## config.mk

```make
export PLATFORM = sky130hd
export DESIGN_NAME = bnn_load_ctrl_flat
export DESIGN_NICKNAME = d
export VERILOG_FILES = /design/src/rtl/bnn_pkg.sv /design/src/rtl/bnn_load_ctrl_if.sv /design/src/rtl/bnn_byte_fifo.sv /design/src/rtl/bnn_load_ctrl.sv /design/src/flat_wrapper.sv
export SDC_FILE = /design/constraint.sdc
export NUM_CORES = 1
export LEC_CHECK = 0
export ABC_CLOCK_PERIOD_IN_PS = 5370
export CAP_MARGIN = 20
export CORE_MARGIN = 10
export CORE_UTILIZATION = 55
export CTS_CLUSTER_DIAMETER = 80
export DETAILED_ROUTE_END_ITERATION = 7
export PLACE_DENSITY = 0.77
export SETUP_SLACK_MARGIN = 0.1
export SYNTH_ARGS = -nofsm -noshare
export SYNTH_HDL_FRONTEND = slang
export SYNTH_SLANG_ARGS = --single-unit
```

## constraint.sdc

```tcl
create_clock -name clk -period 5.37 [get_ports clk]
set_input_delay 1.611 -clock clk [delete_from_list [all_inputs] [get_ports clk]]
set_output_delay 1.611 -clock clk [all_outputs]
set_load 0.01 [all_outputs]
```

## src/rtl/bnn_pkg.sv

```systemverilog
// Shared constants, FSM encoding and nibble helper for the BNN weight loader.
// Latency: none (types and constants only).
// Backpressure: n/a.
package bnn_pkg;

  localparam int NUM_NEURONS = 20;
  localparam int NIB_W       = 4;
  localparam int BYTE_W      = 2 * NIB_W;
  localparam int IDX_W       = 5;

  typedef enum logic [2:0] {
    ST_IDLE    = 3'd0,
    ST_ARMED   = 3'd1,
    ST_LOAD_LO = 3'd2,
    ST_LOAD_HI = 3'd3,
    ST_FIN     = 3'd4
  } state_t;

  // Pick the low or high nibble of a weight byte.
  function automatic logic [NIB_W-1:0] nib_sel(input logic [BYTE_W-1:0] b, input logic hi);
    return hi ? b[BYTE_W-1:NIB_W] : b[NIB_W-1:0];
  endfunction

endpackage

```

## src/rtl/bnn_load_ctrl_if.sv

```systemverilog
// Byte-in / nibble-out bus between the weight source, the loader and the BNN core.
// Latency: none (wires only).
// Backpressure: cfg_ready qualifies cfg_valid; the nibble side has no backpressure.
interface bnn_load_ctrl_if;
  import bnn_pkg::*;

  logic              cfg_valid;
  logic [BYTE_W-1:0] cfg_data;
  logic              cfg_ready;
  logic              load_en;
  logic [NIB_W-1:0]  nib_out;
  logic [IDX_W-1:0]  neuron_idx;

  modport master (
    output cfg_valid, cfg_data,
    input  cfg_ready, load_en, nib_out, neuron_idx
  );

  modport slave (
    input  cfg_valid, cfg_data,
    output cfg_ready, load_en, nib_out, neuron_idx
  );

endinterface

```

## src/rtl/bnn_byte_fifo.sv

```systemverilog
// Small byte FIFO buffering accepted weight bytes ahead of the nibble sequencer.
// Latency: a pushed byte is visible at the head the cycle after the push edge.
// Backpressure: push ignored when full unless a pop frees the slot the same cycle.
module bnn_byte_fifo
  import bnn_pkg::*;
#(
  parameter int FIFO_DEPTH = 4
) (
  input  logic              clk,
  input  logic              rst_n,
  input  logic              clr,
  input  logic              push,
  input  logic [BYTE_W-1:0] wr_dat,
  input  logic              pop,
  output logic [BYTE_W-1:0] rd_dat,
  output logic              full,
  output logic              empty
);

  localparam int AW = $clog2(FIFO_DEPTH);

  logic [BYTE_W-1:0] mem [FIFO_DEPTH];
  logic [AW-1:0]     wr_ptr;
  logic [AW-1:0]     rd_ptr;
  logic [AW:0]       count;
  logic              bypass;
  logic              do_push;
  logic              do_pop;

  assign full   = (count == (AW+1)'(FIFO_DEPTH));
  assign empty  = (count == '0);
  // Push+pop on an empty FIFO passes the byte straight through and stores nothing.
  assign bypass  = empty && push && pop;
  assign do_push = push && (!full || pop) && !bypass;
  assign do_pop  = pop && !empty;
  assign rd_dat  = empty ? wr_dat : mem[rd_ptr];

  // Storage array; write only, no reset needed since count guards reads.
  always_ff @(posedge clk) begin
    if (do_push && !clr) begin
      mem[wr_ptr] <= wr_dat;
    end
  end

  // Pointer and occupancy bookkeeping; clear wins over traffic.
  always_ff @(posedge clk or negedge rst_n) begin
    if (!rst_n) begin
      wr_ptr <= '0;
      rd_ptr <= '0;
      count  <= '0;
    end else if (clr) begin
      wr_ptr <= '0;
      rd_ptr <= '0;
      count  <= '0;
    end else begin
      if (do_push) wr_ptr <= wr_ptr + 1'b1;
      if (do_pop)  rd_ptr <= rd_ptr + 1'b1;
      count <= count + (AW+1)'(do_push) - (AW+1)'(do_pop);
    end
  end

endmodule

```

## src/rtl/bnn_load_ctrl.sv

```systemverilog
// Reloads NUM_NEURONS weight bytes into the BNN core as lo/hi nibble pairs.
// Latency: byte accepted into an empty FIFO at edge N -> LO nibble N+1, HI nibble N+2.
// Backpressure: cfg_ready drops when FIFO full, reload fully accepted, idle/fin, or ena=0.
module bnn_load_ctrl #(
  parameter int NUM_NEURONS = bnn_pkg::NUM_NEURONS,
  parameter int FIFO_DEPTH  = 4
) (
  input  logic           clk,
  input  logic           rst_n,
  input  logic           ena,
  input  logic           start,
  bnn_load_ctrl_if.slave bus,
  output logic           busy,
  output logic           done,
  output logic           err
);
  import bnn_pkg::*;

  localparam logic [IDX_W-1:0] LAST_IDX = IDX_W'(NUM_NEURONS - 1);
  localparam logic [IDX_W-1:0] ACC_MAX  = IDX_W'(NUM_NEURONS);

  state_t            state;
  logic [BYTE_W-1:0] hold_byte;
  logic [IDX_W-1:0]  idx_q;
  logic [IDX_W-1:0]  acc_cnt;
  logic              err_q;

  logic              fifo_clr;
  logic              fifo_push;
  logic              fifo_pop;
  logic              fifo_full;
  logic              fifo_empty;
  logic [BYTE_W-1:0] fifo_rd_dat;
  logic              last_pair;
  logic              loading;

  assign last_pair = (idx_q == LAST_IDX);
  assign loading   = (state == ST_LOAD_LO) || (state == ST_LOAD_HI);

  // Accept bytes only while a reload is open and there is room for them.
  assign bus.cfg_ready = ena && (state != ST_IDLE) && (state != ST_FIN)
                         && !fifo_full && (acc_cnt < ACC_MAX);

  assign fifo_clr  = ena && start && (state == ST_IDLE);
  assign fifo_push = bus.cfg_valid && bus.cfg_ready;
  // Pop when waiting for a byte, or back-to-back after a HI nibble that is not the last.
  assign fifo_pop  = ena && !fifo_empty &&
                     ((state == ST_ARMED) || ((state == ST_LOAD_HI) && !last_pair));

  // The core only sees a nibble strobe while enabled, so a stalled pair shows nothing.
  assign bus.load_en    = ena && loading;
  assign bus.nib_out    = bus.load_en ? nib_sel(hold_byte, state == ST_LOAD_HI) : '0;
  assign bus.neuron_idx = idx_q;
  assign busy           = (state != ST_IDLE);
  assign done           = ena && (state == ST_FIN);
  assign err            = err_q;

  bnn_byte_fifo #(
    .FIFO_DEPTH (FIFO_DEPTH)
  ) u_fifo (
    .clk    (clk),
    .rst_n  (rst_n),
    .clr    (fifo_clr),
    .push   (fifo_push),
    .wr_dat (bus.cfg_data),
    .pop    (fifo_pop),
    .rd_dat (fifo_rd_dat),
    .full   (fifo_full),
    .empty  (fifo_empty)
  );

  // Reload sequencer: arms on start, emits lo/hi pairs per byte, pulses FIN at the end.
  always_ff @(posedge clk or negedge rst_n) begin
    if (!rst_n) begin
      state     <= ST_IDLE;
      hold_byte <= '0;
      idx_q     <= '0;
      acc_cnt   <= '0;
      err_q     <= 1'b0;
    end else begin
      // A restart mid-reload is flagged but never disturbs the nibble phase.
      if (start && (state != ST_IDLE)) begin
        err_q <= 1'b1;
      end
      if (ena) begin
        if (fifo_push) begin
          acc_cnt <= acc_cnt + 1'b1;
        end
        case (state)
          ST_IDLE: begin
            if (start) begin
              idx_q   <= '0;
              acc_cnt <= '0;
              err_q   <= 1'b0;
              state   <= ST_ARMED;
            end
          end
          ST_ARMED: begin
            if (!fifo_empty) begin
              hold_byte <= fifo_rd_dat;
              state     <= ST_LOAD_LO;
            end
          end
          ST_LOAD_LO: begin
            state <= ST_LOAD_HI;
          end
          ST_LOAD_HI: begin
            idx_q <= idx_q + 1'b1;
            if (last_pair) begin
              state <= ST_FIN;
            end else if (!fifo_empty) begin
              hold_byte <= fifo_rd_dat;
              state     <= ST_LOAD_LO;
            end else begin
              state <= ST_ARMED;
            end
          end
          ST_FIN: begin
            state <= ST_IDLE;
          end
          default: begin
            state <= ST_IDLE;
          end
        endcase
      end
      // A byte offered while idle is a protocol error; it overrides a same-cycle clear.
      if (bus.cfg_valid && (state == ST_IDLE)) begin
        err_q <= 1'b1;
      end
    end
  end

endmodule

```

## src/flat_wrapper.sv

```systemverilog
// flat-port wrapper written by rule: the top's interface ports become plain ports
module bnn_load_ctrl_flat import bnn_pkg::*;
#(
  parameter int NUM_NEURONS = bnn_pkg::NUM_NEURONS,
  parameter int FIFO_DEPTH  = 4
)
  (clk, rst_n, ena, start, busy, done, err, bus_cfg_valid, bus_cfg_data, bus_cfg_ready, bus_load_en, bus_nib_out, bus_neuron_idx);
  bnn_load_ctrl_if bus_i ();
  input  logic clk;
  input  logic rst_n;
  input  logic ena;
  input  logic start;
  output logic busy;
  output logic done;
  output logic err;
  input wire logic [$bits(bus_i.cfg_valid)-1:0] bus_cfg_valid;
  input wire logic [$bits(bus_i.cfg_data)-1:0] bus_cfg_data;
  output wire logic [$bits(bus_i.cfg_ready)-1:0] bus_cfg_ready;
  output wire logic [$bits(bus_i.load_en)-1:0] bus_load_en;
  output wire logic [$bits(bus_i.nib_out)-1:0] bus_nib_out;
  output wire logic [$bits(bus_i.neuron_idx)-1:0] bus_neuron_idx;
  assign bus_i.cfg_valid = bus_cfg_valid;
  assign bus_i.cfg_data = bus_cfg_data;
  assign bus_cfg_ready = bus_i.cfg_ready;
  assign bus_load_en = bus_i.load_en;
  assign bus_nib_out = bus_i.nib_out;
  assign bus_neuron_idx = bus_i.neuron_idx;
  bnn_load_ctrl #(.NUM_NEURONS(NUM_NEURONS), .FIFO_DEPTH(FIFO_DEPTH)) u_core (.clk(clk), .rst_n(rst_n), .ena(ena), .start(start), .bus(bus_i), .busy(busy), .done(done), .err(err));
endmodule
```

Fig. 1: run 1, supply network
(4 px per µm) Pins as bars on the die edge.
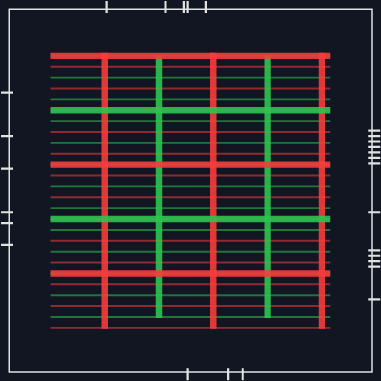
- VSS: red
- VDD: green
- met1 rails: 26
- met4 straps: 5
- met5 straps: 5
- rows: 25
- signal pins: 27
peak supply drop: 0.339 mV
vertical die dimension: 90.3 µm

Fig. 2: run 1, wiring by layer
(6 px per µm) Only two layers are drawn.
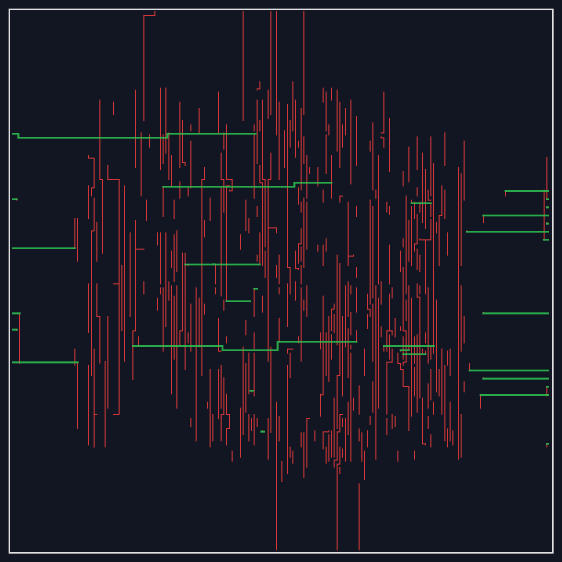
- metal 2: red (wire length 2500 µm)
- metal 3: green (wire length 247 µm)
final routed wirelength across all metal layers: 5030 µm
All-Layer GR Usage: 13.1%

Fig. 3: run 1, placement density heat map
(3 px per µm) The die is cut into 9 by 9 equal tiles; white is low, dark blue is high, 0 to 100% covered.
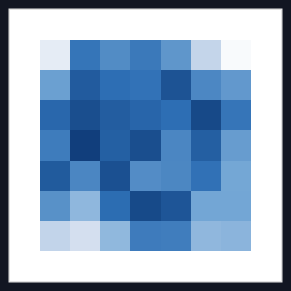
- fullest tile: 94%
- nearly empty tiles: 40%
- tiles over 75% full: 20%
initial core utilization: 57.2%
Post-Route Utilization: 68.6%
core outline area: 4750 µm²

==> flow_summary.toml, run 1 <==
# synthesis and place-and-route metrics
[outcome]
outcome = "finished, final reports clean"

[power]
top_power_group = "sequential cells"
cellLeakagePower_uw = 0.00129
p_switching_uw = 540
netSwitchingFraction_pct = 30.5
relative_contribution_of_sequential_cells_to_total_power_pct = 43.6
internal_power_uw = 1230
final_total_power_uw = 1770
power_per_cell_area_nw_per_um2 = 542
clk-power_uw = 473
power_sequential_uw = 771
pwr-share-clk_pct = 26.7
p_comb_share_pct = 29.7
p_comb_uw = 525

[drt]
route.vias.total = 1597
met2WireLength_um = 2500
met1_length_um = 2230
detail_route.drc_violations = 0
route.detailed.vias_per_inst = 5.41
routed-wl-met3_um = 246
post_dr_wirelength_cell_um = 17.0
drtPass1Iterations = 4
maxUsedRoutingLayer = "met4"
final_antenna_net_count = 0
number_of_drc_markers_in_iteration_0 = 64

[final_layout]
registers.top_by_ff_count = "u_core.u_fifo.mem"
clock_tree_buffer_count_of_the_final_layout = 11
top_area_cell_class = "sequential cells"
nMultiInputCombCells = 112
comb_share_pct = 28.8
largest_register_ff_count = 32
num-nonclk-inverters = 10
final_net_count = 245
nFlopsAndLatches = 61
largest_registers = "u_core.u_fifo.mem: 32 flops, u_core.hold_byte: 8 flops"
area_growth_syn_to_layout_pct = 19.8
layout.nonclk_buf_share_pct = 8.67
sh_seq_area_pct = 51.7
top_layout_cell = "sky130_fd_sc_hd__edfxtp_1"
layout.filler_cells = 352
finish.cell_count_without_fillers = 295
nNonClkBuffers = 29
post_route_cells_drive_above_1_share_pct = 16.7
layout.clock.cell_area_share_pct = 7.06
most_common_logic_cells_in_the_final_layout = "32 x sky130_fd_sc_hd__edfxtp_1, 29 x sky130_fd_sc_hd__dfrtp_1, 26 x sky130_fd_sc_hd__clkdlybuf4s50_1, 18 x sky130_fd_sc_hd__nand2_1"
antenna_cells = 0
footprint_of_the_multi_input_gates_um2 = 940

[worst_setup_path]
critPathRequiredTime_ns = 3.76
crit_path_frequent_cell = "sky130_fd_sc_hd__clkdlybuf4s50_1"
type_of_the_worst_setup_path = "in2out"
crit_path_end_kind = "output pin"
worst-path-stages = 4
worstPathCellList = "clkdlybuf4s50_1, nand3_1, nor2_1, clkdlybuf4s50_1"
worst-path-max-fanout = 5
critical_path.reg2reg.endpoint = "u_core.u_fifo.count[2]"
critPathTopFamily = "buffers and inverters"
critical_path.max_stage_delay_ns = 0.56
worst_r2r_path_depth = 11
startpoint_type_of_the_worst_setup_path = "input port"
cp_num_buf_inv = 2
critPathSlowestCell = "sky130_fd_sc_hd__clkdlybuf4s50_1"
rr_startpoint = "u_core.state[0]"
crit_arrival_ns = 3.09
critical_path_startpoint = "ena"
worstSetupEndpoint = "bus_nib_out[0]"

[cts]
post-cts-setup-buffer-count = 0
clk_pin_slew_ns = 0.07
tritoncts_num_sinks = 61
clock_latency_ns = 0.33
cts.root.buffer_cell = "sky130_fd_sc_hd__clkbuf_8"
cts-htree-levels = 3
hold_buffers = 0
cts-buffers-inserted = 9
clockBufferDepth = 2
postCtsResizedCells = 0
tritoncts = "yes"

[placement]
dpl-instance-area_um2 = 3030
place_hpwl_um = 3480
placement.io_buffers = 26
place_congestion = 0.794
placedCellCount = 279
pre_cts_ws_ns = 0.651

[synthesis]
ys_warn_count = 0
enable_flop_cells = 32
synth.top_cell.area_share_pct = 35.3
ys.flop_type = "sky130_fd_sc_hd__edfxtp_1"
synth_cell_types = 38
ys_area_um2 = 2720
synth_stat.cells = 191
ys_ff = 61
postSynthSeqShare_pct = 62.0
number_of_nets_at_floorplan = 213
mux_share_pct = 12.5
synthDominantAreaCellType = "sky130_fd_sc_hd__edfxtp_1"
post_synth_and_or_nand_nor_area_fraction_pct = 11.6
top_cell = "sky130_fd_sc_hd__edfxtp_1"
netlist_instances = 191
post_synth_instance_area_um2 = 2720
synth.comb.largest_family = "multiplexers"
top_cells_by_area = "sky130_fd_sc_hd__edfxtp_1 35%, sky130_fd_sc_hd__dfrtp_1 27%, sky130_fd_sc_hd__mux4_2 6.6%, sky130_fd_sc_hd__ha_1 3.7%, sky130_fd_sc_hd__mux2_2 3.3%"
post_synth_most_frequent_cells = "32 x sky130_fd_sc_hd__edfxtp_1, 29 x sky130_fd_sc_hd__dfrtp_1, 18 x sky130_fd_sc_hd__nand2_1"
xor_xnor_cells_area_fraction_pct = 1.61
fa_ha_area_share_pct = 4.41
postSynth.asyncResetShare_pct = 47.5
post_synth.cell_area_avg_um2 = 14.2
synth.cellmix.compoundShare_pct = 4.37

[final_timing]
worst_hold_slack_ns = 0.503
grt_setup_unrepaired = "false"
slew_at_the_pin_closest_to_its_max_slew_limit_ns = 0.613
report.final.hold_viol_count = 0
final_setup_violation_count = 0
finalCritPeriodShare_pct = 87.5
report.final.slew_viol_count = 0
fin_worst_skew_ns = 0.0101
fmaxAchievable_mhz = 213
fin_setup_tns_ns = 0
setup_slack_ns = 0.672
period_needed_ns = 4.70
max-slew-margin-rel_pct = 59.1

[grt]
grt.met2_usage_pct = 21.3
antenna_found_initial = 0
met1_usage_pct = 15.1
top_usage_layer = "met2"
global_route_wire_length_before_repair_um = 8410
first_global_vias = 1680
grt_max_degree = 30
use_met3_pct = 4.74
globalRouteOverflowTotal = 0

[floorplanning]
chip_area_um2 = 8160
well_tap_count = 67
die_w_um = 90.3
row_count = 25
io-pin-count = 27

[hold_path]
worst_hold_path.num_cells = 1
timing.hold.worst.start = "u_core.acc_cnt[3]"
timing.hold.worst.class = "reg2reg"
min_to = "u_core.acc_cnt[3]"

[flow_run]
openroad.warnings = 29
cap_violations = 0
Fig. 4: run 1, routing congestion
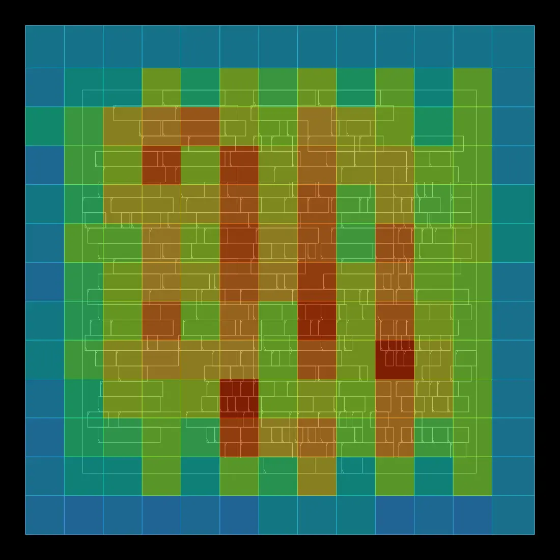

## Run 2: what changed since run 1
Settings changed: CELL_PAD_IN_SITES_DETAIL_PLACEMENT from default to 0, CELL_PAD_IN_SITES_GLOBAL_PLACEMENT from default to 1, CORE_UTILIZATION 55 to 50, PLACE_DENSITY 0.77 to default, PLACE_DENSITY_LB_ADDON from default to 0.1, SKIP_CTS_REPAIR_TIMING from default to 1.
Fig. 5: run 2, routing congestion
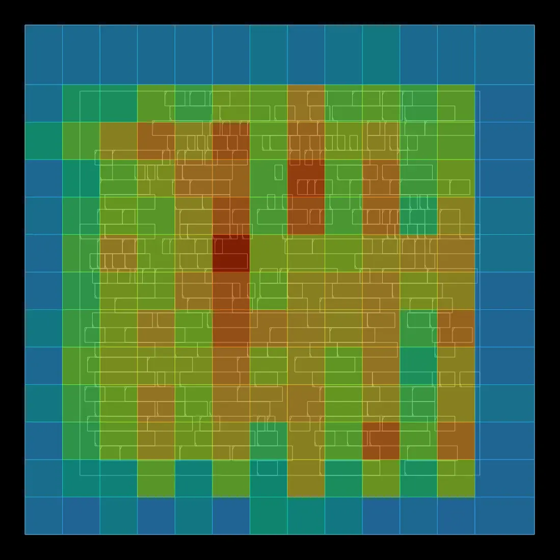
routing usage on met2: 20.6%
post-DR wirelength/cell: 16.9 µm
GR Util met3: 5.12%
global routing met1 resource utilization: 14.5%

==> run 2 against run 1 <==
Cell area decreased by 1.6%. Flip-flop count unchanged. Synthesized area did not move. Worst setup slack gained 0.014 ns.
==> flow_summary.toml, run 2 <==
# synthesis and place-and-route metrics
[outcome]
outcome = "finished, final reports clean"

[synthesis]
ys_ff = 61
xor_xnor_cells_area_fraction_pct = 1.61
ys.flop_type = "sky130_fd_sc_hd__edfxtp_1"
top_cell = "sky130_fd_sc_hd__edfxtp_1"
synth_cell_types = 38
synthDominantAreaCellType = "sky130_fd_sc_hd__edfxtp_1"
ys_warn_count = 0
synth.top_cell.area_share_pct = 35.3
fa_ha_area_share_pct = 4.41
ys_area_um2 = 2720
top_cells_by_area = "sky130_fd_sc_hd__edfxtp_1 35%, sky130_fd_sc_hd__dfrtp_1 27%, sky130_fd_sc_hd__mux4_2 6.6%, sky130_fd_sc_hd__ha_1 3.7%, sky130_fd_sc_hd__mux2_2 3.3%"
synth_stat.cells = 191
synth.comb.largest_family = "multiplexers"
postSynth.asyncResetShare_pct = 47.5

[final_layout]
clock_tree_buffer_count_of_the_final_layout = 10
largest_registers = "u_core.u_fifo.mem: 32 flops, u_core.hold_byte: 8 flops"
comb_share_pct = 29.3
top_area_cell_class = "sequential cells"
top_layout_cell = "sky130_fd_sc_hd__edfxtp_1"
layout.nonclk_buf_share_pct = 9.04
largest_register_ff_count = 32
sh_seq_area_pct = 52.6
nNonClkBuffers = 30
final_net_count = 246
nMultiInputCombCells = 112
fin_util_pct = 61.7
nFlopsAndLatches = 61
finish.cell_count_without_fillers = 299
most_common_logic_cells_in_the_final_layout = "32 x sky130_fd_sc_hd__edfxtp_1, 29 x sky130_fd_sc_hd__dfrtp_1, 26 x sky130_fd_sc_hd__clkdlybuf4s50_1, 18 x sky130_fd_sc_hd__nand2_1"
area_growth_syn_to_layout_pct = 17.9

[drt]
route.vias.total = 1610
drtPass1Iterations = 4
number_of_drc_markers_in_iteration_0 = 64
met2WireLength_um = 2580
maxUsedRoutingLayer = "met4"
detail_route.drc_violations = 0
routed_wirelength_um = 5070

[worst_setup_path]
startpoint_type_of_the_worst_setup_path = "input port"
rr_startpoint = "u_core.state[0]"
worst-path-max-fanout = 12
worst-path-stages = 5
crit_arrival_ns = 3.07
cp_num_buf_inv = 3
critical_path.reg2reg.endpoint = "u_core.u_fifo.count[2]"
critical_path_startpoint = "ena"
critPathRequiredTime_ns = 3.76

[final_timing]
period_needed_ns = 4.68
report.final.slew_viol_count = 0
fin_worst_skew_ns = 0.00452
slew_at_the_pin_closest_to_its_max_slew_limit_ns = 0.604
fin_setup_tns_ns = 0
fmaxAchievable_mhz = 214
worst_hold_slack_ns = 0.508
finalCritPeriodShare_pct = 87.2
grt_setup_unrepaired = "false"

[power]
internal_power_uw = 1090
p_comb_uw = 519
p_switching_uw = 548
power_sequential_uw = 774
top_power_group = "sequential cells"

[placement]
placement.io_buffers = 26
placedCellCount = 283
place_hpwl_um = 3500

[cts]
cts-buffers-inserted = 9
cts.root.buffer_cell = "sky130_fd_sc_hd__clkbuf_8"
clockBufferDepth = 2

[hold_path]
min_to = "u_core.acc_cnt[4]"
timing.hold.worst.class = "reg2reg"

[floorplanning]
io-pin-count = 27
row_count = 26
well_tap_count = 70
fp.dieH_um = 93.8

[grt]
first_global_vias = 1700
top_usage_layer = "met2"
grt_max_degree = 30
track_usage_pct = 12.6
globalRouteOverflowTotal = 0
Power and IR drop assume default switching activity.
